**Run 1: floorplan with the power grid**

Pins as bars on the die edge.
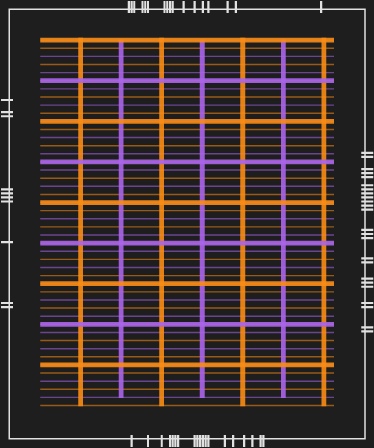
**Run 1: met1 routing**

Supply wires on this layer in gray.
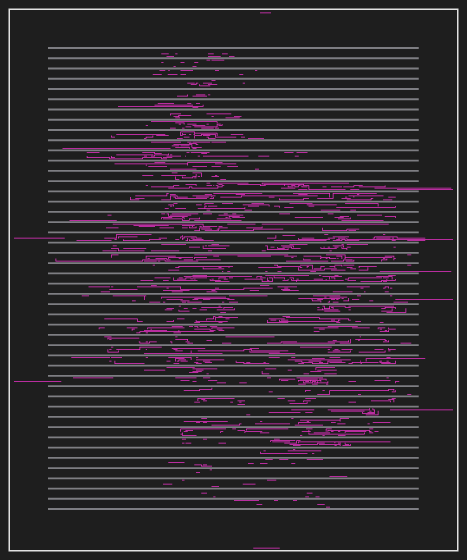
**Run 1: gate-type map**

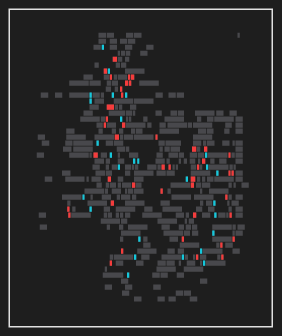
Design output_block_ctrl, sky130hd; sources not shown.
==> summary.txt, run 1 <==
Avg Inst Size Synth: 9.573 µm²
GR peak layer: met2
Area Overhead vs Synth: 31.69%
post-route ant nets: 0
CTS sink cnt: 50
clock buffer depth: 2
number of logic inverters in the finished layout: 27
layout cells sized above 1: 9.424%
Nets: 429
vias in the first global route: 2559
CTS Buf Count: 5
clock buffer count: 5
Synth Warn #: 0
Distinct cells, synth: 50
register area: 1252 µm²
DP HPWL: 6540 µm
combinational fraction of the cell area: 40.20%
Levels on crit path: 11
Worst setup EP type: output pin
non-clk buf share: 17.17%
Clock-cell share: 3.745%
Inst Count DP: 538
CP Buf/Inv Count: 2
Most common reg cell: dfrtp_1
GRT overflow: 0
critical path type: register to output pin
Worst slew margin: 20.60%
Logic Gate Count: 228
area fraction in xor and xnor cells: 4.891%
r2r worst-path depth: 10
1st-iter DRT viols: 147
met3 GRT Util: 2.786%
most common logic cells in the final layout: clkdlybuf4s50_1, dfrtp_1, o21ai_0
RSZ-0062 raised after global routing: no
hold depth: 1
global placer's final weighted congestion: 0.8267
Finished Core Util: 33.27%
tool warnings: 30
Max-Cap Viols: 0
Worst Path Required: 7070 ps
Clock Pin Slew Worst Setup and Hold Paths: 70 ps
pre-CTS setup slack: 3324 ps
Tmin final: 4834 ps
PostCTS Resize Cnt: 0
WHS: 531.3 ps
flop-to-flop setup slack: 4770 ps
largest net degree at the start of global routing: 51
post-synthesis cell count: 318
Post-synth area hogs: dfrtp_1, ha_1, mux2_2, o21ai_0, inv_1
most frequent cell after synthesis: dfrtp_1
DIE AREA: 17020 µm²
IO Port Bufs: 68
FP Rows: 45
Signal buffers: 69
CTS tree: done
Multiplexer share: 7.069%
residual DRC count: 0
met2 wire len: 4375 µm
gr usage total: 9.625%
initial antenna violation count: 0
CP cell instances: inv_1 > ha_1 > and2_1 > mux2_2 > ha_1 > a211oi_2 > o21bai_1 > a211o_1 > nand3_1 > a22o_1 > clkdlybuf4s50_1
metal3 WL: 443 µm
ao+oa area frac: 15.33%
setup bufs post-CTS: 0
run status: finished, final reports clean
Placement Cell Area: 3859 µm²
met2 GRT Util: 18.12%
commonest cells in the netlist: dfrtp_1, inv_1, nor2_1, o21ai_0, nand2_1
adder share: 9.700%
fillers: 1265
1st-pass router iterations: 4
Top Family by Delay on Critical Path: buffers and inverters
# Taps: 164
final cell area excluding filler cells: 4009 µm²
crit path launch type: register
Final Max Tran Viols: 0
worst skew pair latency: 290 ps
Seq/total area: 31.24%
min setup slack post-route: 3016 ps
post-synth top area cell: dfrtp_1
Gate Area: 1612 µm²
Max Freq: 206.9 MHz
worst-case clock skew: 4.800 ps
Mapped Area: 3044 µm²
yosys simple share: 15.62%
Post-CTS Hold Buffers: 0
slowest stage delay, CP: 810 ps
Worst-Margin Slew: 1187 ps
vias per inst: 4.500
yosys cell count: 318
first-pass GRT wire length: 13220 µm
mean routed wirelength per cell: 15.03 µm
Hold Path Class: register to register
TNS Setup: 0 ps
H-tree Lvls: 2
Antenna Diode Count: 0
met1 WL: 3280 µm
comb area leader: simple AND/OR/NAND/NOR gates
CP arrival: 4050 ps
Post-synth EDFFs: 0
Synth Seq Share: 41.14%
most used cell, CP: ha_1
Area-dominant class: logic gates
fraction of registers with async set/reset: 100.0%
synthesis area per yosys: 3044 µm²
Ports: 70
top fanout value on the critical path: 11
DR top layer: met4
flip-flops: 50
Post-synth regs: 50
CTS root buf: clkbuf_16
Fin. Hold Viols: 0
fp_density: 25.26%
CP max-delay cell: clkdlybuf4s50_1
Final setup viols: 0
fin crit share: 61.57%
-- 'floorplan with the power grid' (at the start) --
| color | net |
|---|---|
| purple | VDD |
| orange | VSS |
signal pins: 70
met5 straps: 9
met4 straps: 7
rows: 45
Core Area: 12050 µm²
Die H: 143.4 µm
Die X: 118.7 µm

-- 'met1 routing' (at the start) --
longest straight run: 33.6 µm
nets with wire on the layer: 387
wire length on this layer: 3280 µm
main direction: horizontal
via count: 2457
Total Wirelength: 8205 µm
GR Util met1: 10.19%

-- 'gate-type map' (at the start) --
| color | family | cells | most used |
|---|---|---|---|
| cyan | inverters | 27 | inv_1 |
| red | NAND gates | 43 | nand2_1 |
most instantiated logic cell after routing: clkdlybuf4s50_1
final cell count without fillers: 546

**Run 1: the clock network**

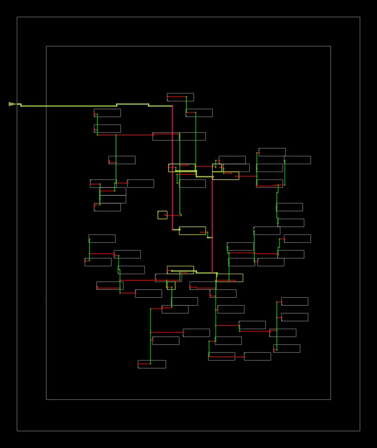

==> run 2, diff against run 1 <==
==> constraint.sdc (replaced) <==
create_clock -name clk_i -period 4.71 [get_ports clk_i]
set_input_delay 0.471 -clock clk_i [delete_from_list [all_inputs] [get_ports clk_i]]
set_output_delay 0.471 -clock clk_i [all_outputs]
set_load 0.05 [all_outputs]
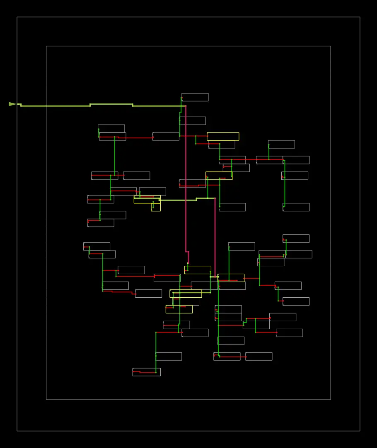
**Above:** run 2 (the clock network).
clock buffer count: 5
worst skew pair latency: 290 ps
flip-flops: 50
CTS Buf Count: 5
worst-case clock skew: 6.526 ps

==> run 2 against run 1 <==
Register-to-register slack worse by 3100 ps. Critical path depth stayed put. Wire length is 1.5% higher. Core utilization is 0.70 points higher. Via count is 0.49% higher. Clock-buffer cell count stayed put. Synthesized area stayed put. First-iteration DRC count is 2.7% lower. Non-clock buffer count is 2 higher. Sequential cell count stayed put. Critical path type unchanged. Critical endpoint is now bram_addr_a_o[14].
==> summary.txt, run 2 <==
Gate Area: 1612 µm² (unchanged)
yosys simple share: 15.62% (unchanged)
commonest cells in the netlist: dfrtp_1, inv_1, nor2_1, o21ai_0, nand2_1 (unchanged)
Post-synth EDFFs: 0 (unchanged)
CP cell instances: inv_1 > ha_1 > and2_1 > mux2_2 > fa_1 > nand3_1 > a21boi_2 > o211ai_1 > xor2_1 > o21ai_0 > clkdlybuf4s50_1 (was inv_1 > ha_1 > and2_1 > mux2_2 > ha_1 > a211oi_2 > o21bai_1 > a211o_1 > nand3_1 > a22o_1 > clkdlybuf4s50_1)
met1 WL: 3394 µm (was 3280 µm)
setup bufs post-CTS: 0 (unchanged)
Top Family by Delay on Critical Path: buffers and inverters (unchanged)
Mapped Area: 3044 µm² (unchanged)
Area Overhead vs Synth: 34.44% (was 31.69%)
adder share: 9.700% (unchanged)
Antenna Diode Count: 0 (unchanged)
Clock Pin Slew Worst Setup and Hold Paths: 70 ps (about the same)
Worst setup EP type: output pin (unchanged)
CP Buf/Inv Count: 2 (unchanged)
Hold Path Class: register to register (unchanged)
run status: finished, final reports clean (unchanged)
comb area leader: simple AND/OR/NAND/NOR gates (unchanged)
Fin. Hold Viols: 0 (unchanged)
Post-synth regs: 50 (unchanged)
global placer's final weighted congestion: 0.8283 (was 0.8267)
PostCTS Resize Cnt: 0 (unchanged)
flop-to-flop setup slack: 1630 ps (was 4770 ps)
Nets: 431 (was 429)
area fraction in xor and xnor cells: 4.891% (unchanged)
min setup slack post-route: 256.9 ps (was 3016 ps)
fraction of registers with async set/reset: 100.0% (unchanged)
TNS Setup: 0 ps (unchanged)
fillers: 1247 (was 1265)
clock buffer depth: 2 (unchanged)
Signal buffers: 71 (was 69)
Max Freq: 224.6 MHz
RSZ-0062 raised after global routing: no (unchanged)
Placement Cell Area: 3874 µm² (was 3859 µm²)
Tmin final: 4453 ps
Worst-Margin Slew: 1077 ps (was 1187 ps)
vias per inst: 4.505 (was 4.500)
most common logic cells in the final layout: clkdlybuf4s50_1, dfrtp_1, o21ai_0 (unchanged)
Levels on crit path: 11 (unchanged)
met2 wire len: 4384 µm (was 4375 µm)
initial antenna violation count: 0 (unchanged)
Finished Core Util: 33.97% (was 33.27%)
GR peak layer: met2 (unchanged)
Multiplexer share: 7.069% (unchanged)
Seq/total area: 30.60% (was 31.24%)
pre-CTS setup slack: 489.2 ps (was 3324 ps)
Final Max Tran Viols: 0 (unchanged)
tool warnings: 30 (unchanged)
Logic Gate Count: 228 (unchanged)
final cell count without fillers: 548 (was 546)
Final setup viols: 0 (unchanged)
Area-dominant class: logic gates (unchanged)
first-pass GRT wire length: 13750 µm (was 13220 µm)
Die X: 118.7 µm (unchanged)
fin crit share: 94.55%
Worst slew margin: 28.21% (was 20.60%)
synthesis area per yosys: 3044 µm² (unchanged)
crit path launch type: register (unchanged)
DP HPWL: 6671 µm (was 6540 µm)
slowest stage delay, CP: 840 ps (was 810 ps)
met2 GRT Util: 18.65% (was 18.12%)
yosys cell count: 318 (unchanged)
most instantiated logic cell after routing: clkdlybuf4s50_1 (unchanged)
Die H: 143.4 µm (unchanged)
Total Wirelength: 8329 µm (was 8205 µm)
vias in the first global route: 2620 (was 2559)
